## config.mk

```make
export PLATFORM = sky130hd
export DESIGN_NAME = spi_arbiter_flat
export DESIGN_NICKNAME = d
export VERILOG_FILES = /design/src/rtl/spi_arbiter_if.sv /design/src/rtl/spi_arbiter.sv /design/src/flat_wrapper.sv
export SDC_FILE = /design/constraint.sdc
export NUM_CORES = 1
export LEC_CHECK = 0
export CORE_MARGIN = 3
export CORE_UTILIZATION = 30
export CTS_CLUSTER_DIAMETER = 120
export DETAILED_ROUTE_END_ITERATION = 7
export PLACE_DENSITY_LB_ADDON = 0.15
export SLEW_MARGIN = 15
export SYNTH_ARGS = -nofsm -noshare
export SYNTH_HDL_FRONTEND = slang
export SYNTH_SLANG_ARGS = --single-unit
```

## constraint.sdc

```tcl
create_clock -name clk -period 3.3 [get_ports clk]
set_input_delay 0.66 -clock clk [delete_from_list [all_inputs] [get_ports clk]]
set_output_delay 0.66 -clock clk [all_outputs]
set_load 0.03 [all_outputs]
```

## src/rtl/spi_arbiter_if.sv

```systemverilog
// ---------------------------------------------------------------------------
// spi_arbiter_if
//   Bundles the client-side toggle handshakes and the engine-side toggle
//   handshake of the SPI byte-engine arbiter.
//
//   Handshake (all toggle based, both directions):
//     A requester flips its req line to ask for one byte.  A byte is
//     pending while req != ack.  The responder flips ack (to equal req)
//     exactly once when the byte is done, in the same cycle it presents the
//     result.  The requester must not flip req again while pending.
//
//   Signals
//     client_req   [CLIENTS]    per-client request toggle
//     client_ack   [CLIENTS]    per-client ack toggle
//     client_d     [8*CLIENTS]  per-client MOSI byte, client i at [8i+7:8i]
//     client_speed [CLIENTS]    per-client speed select (1 = fast)
//     client_lock  [CLIENTS]    1 = client is inside a CS frame
//     client_q     [8]          last MISO byte, broadcast
//     spi_req/spi_ack           toggle handshake with the byte engine
//     spi_d/spi_speed/spi_q     byte engine data and speed
//     owner        [OWNER_W]    current or last granted client
//     busy                      engine transfer in flight
//
//   Modports
//     master : the arbiter itself
//     slave  : clients plus engine (environment side)
// ---------------------------------------------------------------------------
interface spi_arbiter_if #(
   parameter int CLIENTS = 3,
   parameter int OWNER_W = 3
);
   logic [CLIENTS-1:0]   client_req;
   logic [CLIENTS-1:0]   client_ack;
   logic [8*CLIENTS-1:0] client_d;
   logic [CLIENTS-1:0]   client_speed;
   logic [CLIENTS-1:0]   client_lock;
   logic [7:0]           client_q;
   logic                 spi_req;
   logic                 spi_ack;
   logic [7:0]           spi_d;
   logic                 spi_speed;
   logic [7:0]           spi_q;
   logic [OWNER_W-1:0]   owner;
   logic                 busy;

   modport master (
      input  client_req, client_d, client_speed, client_lock, spi_ack, spi_q,
      output client_ack, client_q, spi_req, spi_d, spi_speed, owner, busy
   );

   modport slave (
      output client_req, client_d, client_speed, client_lock, spi_ack, spi_q,
      input  client_ack, client_q, spi_req, spi_d, spi_speed, owner, busy
   );
endinterface

```

## src/rtl/spi_arbiter.sv

```systemverilog
// ---------------------------------------------------------------------------
// spi_arbiter
//   Shares one chameleon2_spi byte engine between several clients (index 0 =
//   NOR flash loader, 1 = MMC64, further indices for later clients).  One
//   byte is granted at a time, round-robin starting after the last owner.
//   A client that holds client_lock while it owns the engine keeps exclusive
//   ownership so a multi-byte chip-select frame is not interleaved.
//
//   Parameters
//     CLIENTS  number of requesters, 2..8
//     OWNER_W  owner index width, 2**OWNER_W >= CLIENTS
//
//   Ports
//     clk        system clock
//     reset_n    asynchronous reset, active low
//     bus        spi_arbiter_if.master: client and engine handshakes
//     dbg_state  current FSM state (0 = SYNC, 1 = IDLE, 2 = WAIT)
//
//   Flow
//     SYNC : align spi_req to spi_ack so an engine that kept running through
//            our reset cannot look like a completed byte.
//     IDLE : pick a pending client, latch its byte/speed, toggle spi_req.
//     WAIT : on spi_ack == spi_req, broadcast spi_q, toggle the owner's ack.
//   Cost per byte is two clocks beyond the engine time (grant + completion).
// ---------------------------------------------------------------------------
module spi_arbiter #(
   parameter int CLIENTS = 3,
   parameter int OWNER_W = 3
) (
   input  logic         clk,
   input  logic         reset_n,
   spi_arbiter_if.master bus,
   output logic [1:0]   dbg_state
);

   typedef enum logic [1:0] {
      ST_SYNC = 2'd0,
      ST_IDLE = 2'd1,
      ST_WAIT = 2'd2
   } state_e;

   state_e               state_q, state_d;
   logic [CLIENTS-1:0]   ack_q, ack_d;
   logic [7:0]           cq_q, cq_d;
   logic                 spi_req_q, spi_req_d;
   logic [7:0]           spi_d_q, spi_d_d;
   logic                 spi_speed_q, spi_speed_d;
   logic [OWNER_W-1:0]   owner_q, owner_d;
   logic                 busy_q, busy_d;

   // A byte is outstanding for client i while its toggles disagree.
   logic [CLIENTS-1:0]   pend;
   assign pend = bus.client_req ^ ack_q;

   // ------------------------------------------------------------------
   // Lock and pending state of the current owner.  Done with a compare
   // loop so the owner index never addresses beyond CLIENTS-1.
   // ------------------------------------------------------------------
   logic owner_locked;
   logic owner_pend;

   always_comb begin
      owner_locked = 1'b0;
      owner_pend   = 1'b0;
      for (int j = 0; j < CLIENTS; j++) begin
         if (owner_q == OWNER_W'(j)) begin
            owner_locked = bus.client_lock[j];
            owner_pend   = pend[j];
         end
      end
   end

   // ------------------------------------------------------------------
   // Grant selection.
   //   Locked owner: only the owner may be served, others wait.
   //   Otherwise: scan owner+1, owner+2, ... wrapping at CLIENTS, ending
   //   at the owner itself.  The scan runs from the farthest candidate to
   //   the nearest so the last hit written is the nearest one.
   // ------------------------------------------------------------------
   logic               grant_valid;
   logic [OWNER_W-1:0] grant_idx;
   int                 cand;

   always_comb begin
      grant_valid = 1'b0;
      grant_idx   = owner_q;
      cand        = 0;
      if (owner_locked) begin
         grant_valid = owner_pend;
         grant_idx   = owner_q;
      end else begin
         for (int k = CLIENTS; k >= 1; k--) begin
            cand = int'(owner_q) + k;
            // owner_q < CLIENTS and k <= CLIENTS, so one wrap suffices
            if (cand >= CLIENTS) begin
               cand = cand - CLIENTS;
            end
            for (int j = 0; j < CLIENTS; j++) begin
               if ((cand == j) && pend[j]) begin
                  grant_valid = 1'b1;
                  grant_idx   = OWNER_W'(j);
               end
            end
         end
      end
   end

   // Byte and speed of the selected client.
   logic [7:0] grant_d;
   logic       grant_speed;

   always_comb begin
      grant_d     = 8'h00;
      grant_speed = 1'b0;
      for (int j = 0; j < CLIENTS; j++) begin
         if (grant_idx == OWNER_W'(j)) begin
            grant_d     = bus.client_d[8*j +: 8];
            grant_speed = bus.client_speed[j];
         end
      end
   end

   // ------------------------------------------------------------------
   // Next-state logic.  All outputs are registered; spi_d/spi_speed are
   // only loaded on a grant, so they stay stable for the whole of WAIT
   // whatever the client does with its inputs meanwhile.
   // ------------------------------------------------------------------
   always_comb begin
      state_d     = state_q;
      ack_d       = ack_q;
      cq_d        = cq_q;
      spi_req_d   = spi_req_q;
      spi_d_d     = spi_d_q;
      spi_speed_d = spi_speed_q;
      owner_d     = owner_q;
      busy_d      = busy_q;

      case (state_q)
         ST_SYNC: begin
            // Absorb whatever toggle state the engine is in.
            spi_req_d = bus.spi_ack;
            state_d   = ST_IDLE;
         end

         ST_IDLE: begin
            if (grant_valid) begin
               owner_d     = grant_idx;
               spi_d_d     = grant_d;
               spi_speed_d = grant_speed;
               spi_req_d   = ~spi_req_q;
               busy_d      = 1'b1;
               state_d     = ST_WAIT;
            end
         end

         ST_WAIT: begin
            if (bus.spi_ack == spi_req_q) begin
               cq_d   = bus.spi_q;
               busy_d = 1'b0;
               // Ack and client_q change together, so a client that sees
               // req == ack can read client_q in the same cycle.
               for (int j = 0; j < CLIENTS; j++) begin
                  if (owner_q == OWNER_W'(j)) begin
                     ack_d[j] = ~ack_q[j];
                  end
               end
               state_d = ST_IDLE;
            end
         end

         default: begin
            state_d = ST_SYNC;
         end
      endcase
   end

   always_ff @(posedge clk or negedge reset_n) begin
      if (!reset_n) begin
         state_q     <= ST_SYNC;
         ack_q       <= '0;
         cq_q        <= 8'h00;
         spi_req_q   <= 1'b0;
         spi_d_q     <= 8'h00;
         spi_speed_q <= 1'b0;
         owner_q     <= '0;
         busy_q      <= 1'b0;
      end else begin
         state_q     <= state_d;
         ack_q       <= ack_d;
         cq_q        <= cq_d;
         spi_req_q   <= spi_req_d;
         spi_d_q     <= spi_d_d;
         spi_speed_q <= spi_speed_d;
         owner_q     <= owner_d;
         busy_q      <= busy_d;
      end
   end

   assign bus.client_ack = ack_q;
   assign bus.client_q   = cq_q;
   assign bus.spi_req    = spi_req_q;
   assign bus.spi_d      = spi_d_q;
   assign bus.spi_speed  = spi_speed_q;
   assign bus.owner      = owner_q;
   assign bus.busy       = busy_q;
   assign dbg_state      = state_q;

endmodule

```

## src/flat_wrapper.sv

```systemverilog
// flat-port wrapper written by rule: the top's interface ports become plain ports
module spi_arbiter_flat 
#(
   parameter int CLIENTS = 3,
   parameter int OWNER_W = 3
)
  (clk, reset_n, dbg_state, bus_client_req, bus_client_d, bus_client_speed, bus_client_lock, bus_spi_ack, bus_spi_q, bus_client_ack, bus_client_q, bus_spi_req, bus_spi_d, bus_spi_speed, bus_owner, bus_busy);
  spi_arbiter_if #(.CLIENTS(CLIENTS), .OWNER_W(OWNER_W)) bus_i ();
  input  logic clk;
  input  logic reset_n;
  output logic [1:0] dbg_state;
  input wire logic [$bits(bus_i.client_req)-1:0] bus_client_req;
  input wire logic [$bits(bus_i.client_d)-1:0] bus_client_d;
  input wire logic [$bits(bus_i.client_speed)-1:0] bus_client_speed;
  input wire logic [$bits(bus_i.client_lock)-1:0] bus_client_lock;
  input wire logic [$bits(bus_i.spi_ack)-1:0] bus_spi_ack;
  input wire logic [$bits(bus_i.spi_q)-1:0] bus_spi_q;
  output wire logic [$bits(bus_i.client_ack)-1:0] bus_client_ack;
  output wire logic [$bits(bus_i.client_q)-1:0] bus_client_q;
  output wire logic [$bits(bus_i.spi_req)-1:0] bus_spi_req;
  output wire logic [$bits(bus_i.spi_d)-1:0] bus_spi_d;
  output wire logic [$bits(bus_i.spi_speed)-1:0] bus_spi_speed;
  output wire logic [$bits(bus_i.owner)-1:0] bus_owner;
  output wire logic [$bits(bus_i.busy)-1:0] bus_busy;
  assign bus_i.client_req = bus_client_req;
  assign bus_i.client_d = bus_client_d;
  assign bus_i.client_speed = bus_client_speed;
  assign bus_i.client_lock = bus_client_lock;
  assign bus_i.spi_ack = bus_spi_ack;
  assign bus_i.spi_q = bus_spi_q;
  assign bus_client_ack = bus_i.client_ack;
  assign bus_client_q = bus_i.client_q;
  assign bus_spi_req = bus_i.spi_req;
  assign bus_spi_d = bus_i.spi_d;
  assign bus_spi_speed = bus_i.spi_speed;
  assign bus_owner = bus_i.owner;
  assign bus_busy = bus_i.busy;
  spi_arbiter #(.CLIENTS(CLIENTS), .OWNER_W(OWNER_W)) u_core (.clk(clk), .reset_n(reset_n), .bus(bus_i), .dbg_state(dbg_state));
endmodule
```

Fig. 1: run 1, signal wires on met1
Scale bar: 20 um. Supply wires on this layer in gray.
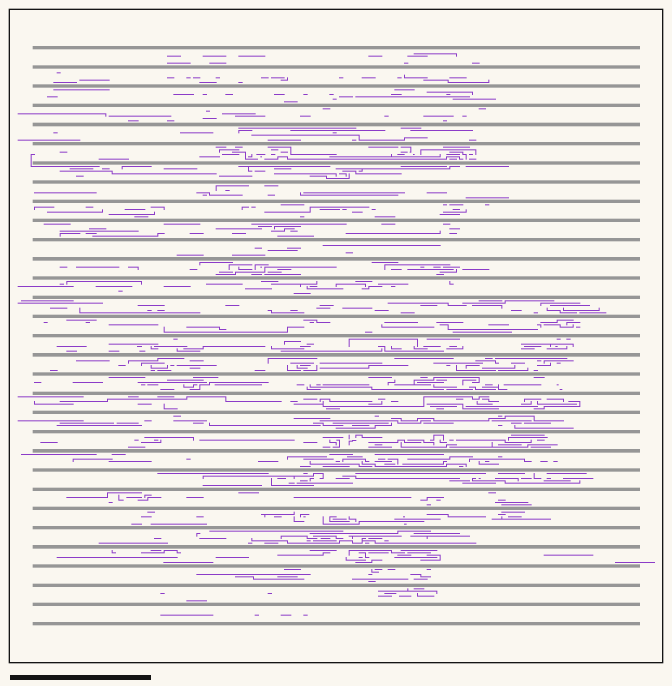
main direction = horizontal
share of all routed wire = 43%

Fig. 2: run 1, the metal 2 layer
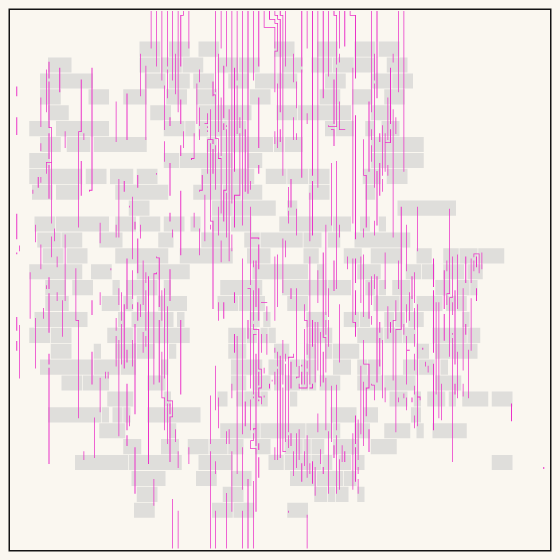
longest straight run = 36.5 um
share of all routed wire = 50%
main direction = vertical

Fig. 3: run 1, the metal 3 layer
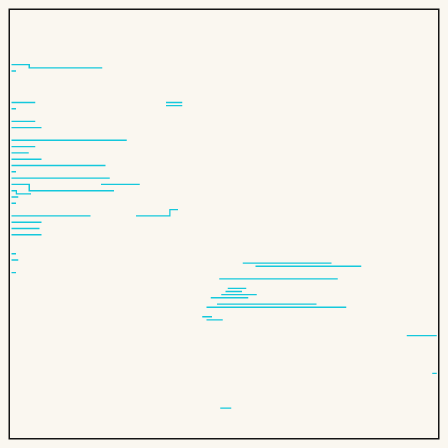
nets with wire on the layer = 38
longest straight run = 29.9 um
share of all routed wire = 5.9%
main direction = horizontal
wire length on this layer = 364 um

==> run_results.csv, run 1 <==
group,metric,value,unit
clocking,cts.path.max_buffers,2,
placed_design,port_buffers,70,
finish,flops,27,
logic_synthesis,syn_avg_cell_area,10.2,sq um
global_route,antenna_found_initial,0,
detailed_routing,vias,1967,
logic_synthesis,synth_cell_type_count,59,
timing,fin_ws,0.190,ns
floorplanning,die_h,92.4,um
timing,period_minus_slack,3.11,ns
critical_path,startpoint,"u_core.bus.owner[2]",
critical_path,r2r_start,"u_core.bus.owner[2]",
logic_synthesis,ys.flops,27,
logic_synthesis,syn_nets,282,
logic_synthesis,top_area_share,30.2,%
timing,slew_violations,0,
logic_synthesis,synth_warnings,0,
finish,lay_top_count,"clkdlybuf4s50_1",
finish,logic_gates,174,
global_route,grt_pass1_wl,9.93,mm
critical_path,critical_path_depth,12,
timing,holdWs,0.515,ns
timing,finalHoldViolCount,0,
clocking,clock-sinks,27,
clocking,insertion_delay,0.28,ns
critical_path,r2r-end,"u_core.bus.spi_d[5]",
clocking,cts_resized,0,
timing,clock_skew,0.0127,ns
placed_design,pre_cts_slack,0.0634,ns
status,outcome,"finished clean",
detailed_routing,wl_per_cell,15.6,um
finish,buf_share,25.1,%
clocking,clock-root-buffer,"clkbuf_8",
critical_path,endpoint,"u_core.bus.spi_d[5]",
finish,sh_seq_area,21.2,%
floorplanning,core,7020,sq um
floorplanning,rows,30,
detailed_routing,via_per_inst,4.97,
clocking,hold_buffers,0,
finish,nFillCells,699,
critical_path,worstPathMaxFanout,9,
worst_hold_path,worstHoldPathType,"register to register",
==> run 1: layer usage <==
metal  vias up  wire length (um)  share of wire, %  track usage, %
li1        976                 -                 -               -
met1       931              2650                43            18.1
met2        56              3120                50            24.4
met3         4               363               5.9            3.09
met4         0                47              0.76            2.85
met5         -                 0                 0               0
==> run 1: how the worst min path moves through the flow <==
stage | from | end | slack (ns) | cells after the start
after global placement | u_core.bus.spi_d[3] | u_core.bus.spi_d[3] | 0.47 | 2
after detailed placement | u_core.bus.spi_speed | u_core.bus.spi_speed | 0.49 | 2
after CTS | u_core.bus.client_q[2] | u_core.bus.client_q[2] | 0.52 | 1
after floorplan | reset_n | u_core.bus.busy | 0.36 | 0
after global routing | u_core.bus.client_q[6] | u_core.bus.client_q[6] | 0.55 | 1
final | u_core.bus.client_q[2] | u_core.bus.client_q[2] | 0.51 | 1
==> run 1: sequential cells by signal, indices dropped and copies added, names as in the netlist <==
register and flops:
u_core.bus.busy 1, u_core.bus.spi_d 8, u_core.bus.client_ack 3, u_core.bus.owner 3, u_core.bus.client_q 8, u_core.dbg_state 2
u_core.bus.spi_req 1, u_core.bus.spi_speed 1
==> run 1: cells by family (layout without fill, tap and decap cells) <==
family	Yosys count	after routing	synth area share, %
buffers and inverters	19	99	5.14
flip-flops	27	27	30.2
AND-OR/OR-AND	72	72	25.3
adder cells (fa/ha/maj)	19	19	10.6
AND/OR/NAND/NOR	50	51	13.6
XOR/XNOR	12	12	5.70
multiplexers	20	20	9.39
==> run 1: power by group <==
| group | leakage, nW | switching [mW] | internal (mW) | total (mW) |
|---|---|---|---|---|
| registers | 0.329 | 0.120 | 0.495 | 0.615 |
| clock network | 0.0217 | 0.112 | 0.0859 | 0.198 |
| logic | 0.939 | 1.59 | 1.23 | 2.82 |
| total | 1.29 | 1.83 | 1.81 | 3.63 |
==> run 1 -> run 2 <==
CAP_MARGIN = 15   (was default)
GPL_TIMING_DRIVEN = 1   (was default)
Fig. 4: run 2, signal wires on met1
Scale bar: 20 um. Supply wires on this layer in gray.
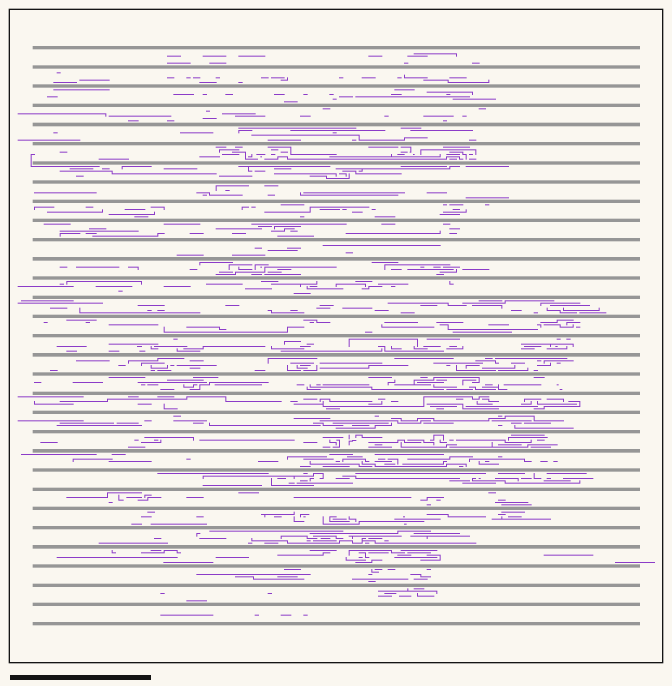
share of all routed wire = 43%
nets with wire on the layer = 315
main direction = horizontal
wire length on this layer = 2,650 um
longest straight run = 22.5 um

Fig. 5: run 2, routing congestion
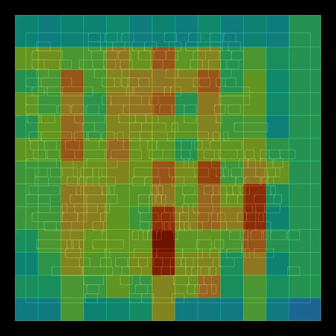
met1 Resource Use GR: 18.1%
total track usage: 14.1%
busiest grt layer: met2

==> run_results.csv, run 2 <==
group,metric,value,unit
status,outcome,"finished clean",
critical_path,crit_path_cell_trace,"buf_4, ha_1, a21oi_4, ha_1, nor3b_2, a31oi_2, nor2_1, a32o_1, a311o_1, and2_2, mux2i_1, o21ai_1",
detailed_routing,wl_met3,363,um
worst_hold_path,min_delay_path_depth,1,
detailed_routing,top_layer_used,"met4",
placed_design,place_area,3070,sq um
logic_synthesis,synth_cell_type_count,59,
critical_path,r2r_start,"u_core.bus.owner[2]",
detailed_routing,via_per_inst,4.97,
critical_path,worstPathMaxFanout,9,
worst_hold_path,hold_end,"u_core.bus.client_q[2]",
logic_synthesis,syn_avg_cell_area,10.2,sq um
detailed_routing,wl_per_cell,15.6,um
clocking,clock-root-buffer,"clkbuf_8",
timing,period_minus_slack,3.11,ns
placed_design,pre_cts_slack,0.0634,ns
clocking,clkTransAtPathRegs,0.11,ns
logic_synthesis,syn_nets,282,
critical_path,r2r_slack,0.19,ns
finish,lay_top_count,"clkdlybuf4s50_1",
global_route,grt_pass1_wl,9.93,mm
logic_synthesis,synth_warnings,0,
clocking,cts.path.max_buffers,2,
floorplanning,core,7020,sq um
timing,slew_violations,0,
timing,clock_skew,0.0127,ns
worst_hold_path,min_from,"u_core.bus.client_q[2]",
placed_design,port_buffers,70,
clocking,clock-sinks,27,
finish,nFillCells,699,
worst_hold_path,worstHoldPathType,"register to register",
finish,layout.cells.non_filler,396,
detailed_routing,met2_length,3.12,mm
global_route,antenna_found_initial,0,
timing,fin_ws,0.190,ns
finish,drive_gt1_share,20.0,%
critical_path,startpoint,"u_core.bus.owner[2]",
critical_path,r2r-end,"u_core.bus.spi_d[5]",
floorplanning,die_h,92.4,um
logic_synthesis,top_area_share,30.2,%
detailed_routing,wl_met1,2.65,mm
logic_synthesis,ys.flops,27,
timing,finalHoldViolCount,0,
clocking,insertion_delay,0.28,ns
floorplanning,rows,30,
-- run 2: cell counts after synthesis --
Identical to the previous run, type by type.
-- run 2: where the power goes --
group | switching [mW] | total, mW | internal, mW
combinational | 1.59 | 2.82 | 1.23
sequential | 0.120 | 0.615 | 0.495
clock | 0.112 | 0.198 | 0.0859
-- run 2: cell type report --
| cell class | instances | area (sq um) | area share (%) |
|---|---|---|---|
| tap | 96 | 120 | 3.75 |
| multi-input combinational | 174 | 1500 | 46.8 |
| sequential | 27 | 678 | 21.2 |
| inverter | 13 | 51.3 | 1.60 |
| clock inverter | 1 | 7.51 | 0.235 |
| timing repair buffer | 82 | 803 | 25.1 |
| clock buffer | 3 | 41.3 | 1.29 |
-- run 2: worst max path at each step --
| stage | endpoint | slack, ns | cells past startpoint |
|---|---|---|---|
| after CTS | u_core.bus.spi_d[0] | 0.06 | 13 |
| after floorplan | u_core.bus.spi_d[0] | 0.03 | 14 |
| after global routing | u_core.bus.spi_d[3] | -0.009 | 12 |
| after detailed placement | u_core.bus.spi_d[0] | 0.06 | 13 |
| final | u_core.bus.spi_d[5] | 0.19 | 12 |
| after global placement | u_core.bus.spi_d[0] | 0.09 | 13 |
-- run 2: per-layer routing --
layer / global-route usage (%) / vias up
li1: - / 976
met1: 18.1 / 931
met2: 24.4 / 56
met3: 3.09 / 4
met4: 2.85 / 0
met5: 0 / -
-- run 2: cells by family after synthesis --
kind of cell / synth area share (%)
flip-flops: 30.2
multiplexers: 9.39
adder cells (fa/ha/maj): 10.6
AND/OR/NAND/NOR: 13.6
XOR/XNOR: 5.70
buffers and inverters: 5.14
AND-OR/OR-AND: 25.3
-- run 2: repair_timing --
action | 4_1_cts | 5_1_grt
setup endpoints to repair | 0 | 12
buffers inserted | 0 | 2
hold buffers | 0 | 0
gates resized | 0 | 10
Power is estimated from default activity; no workload was simulated.
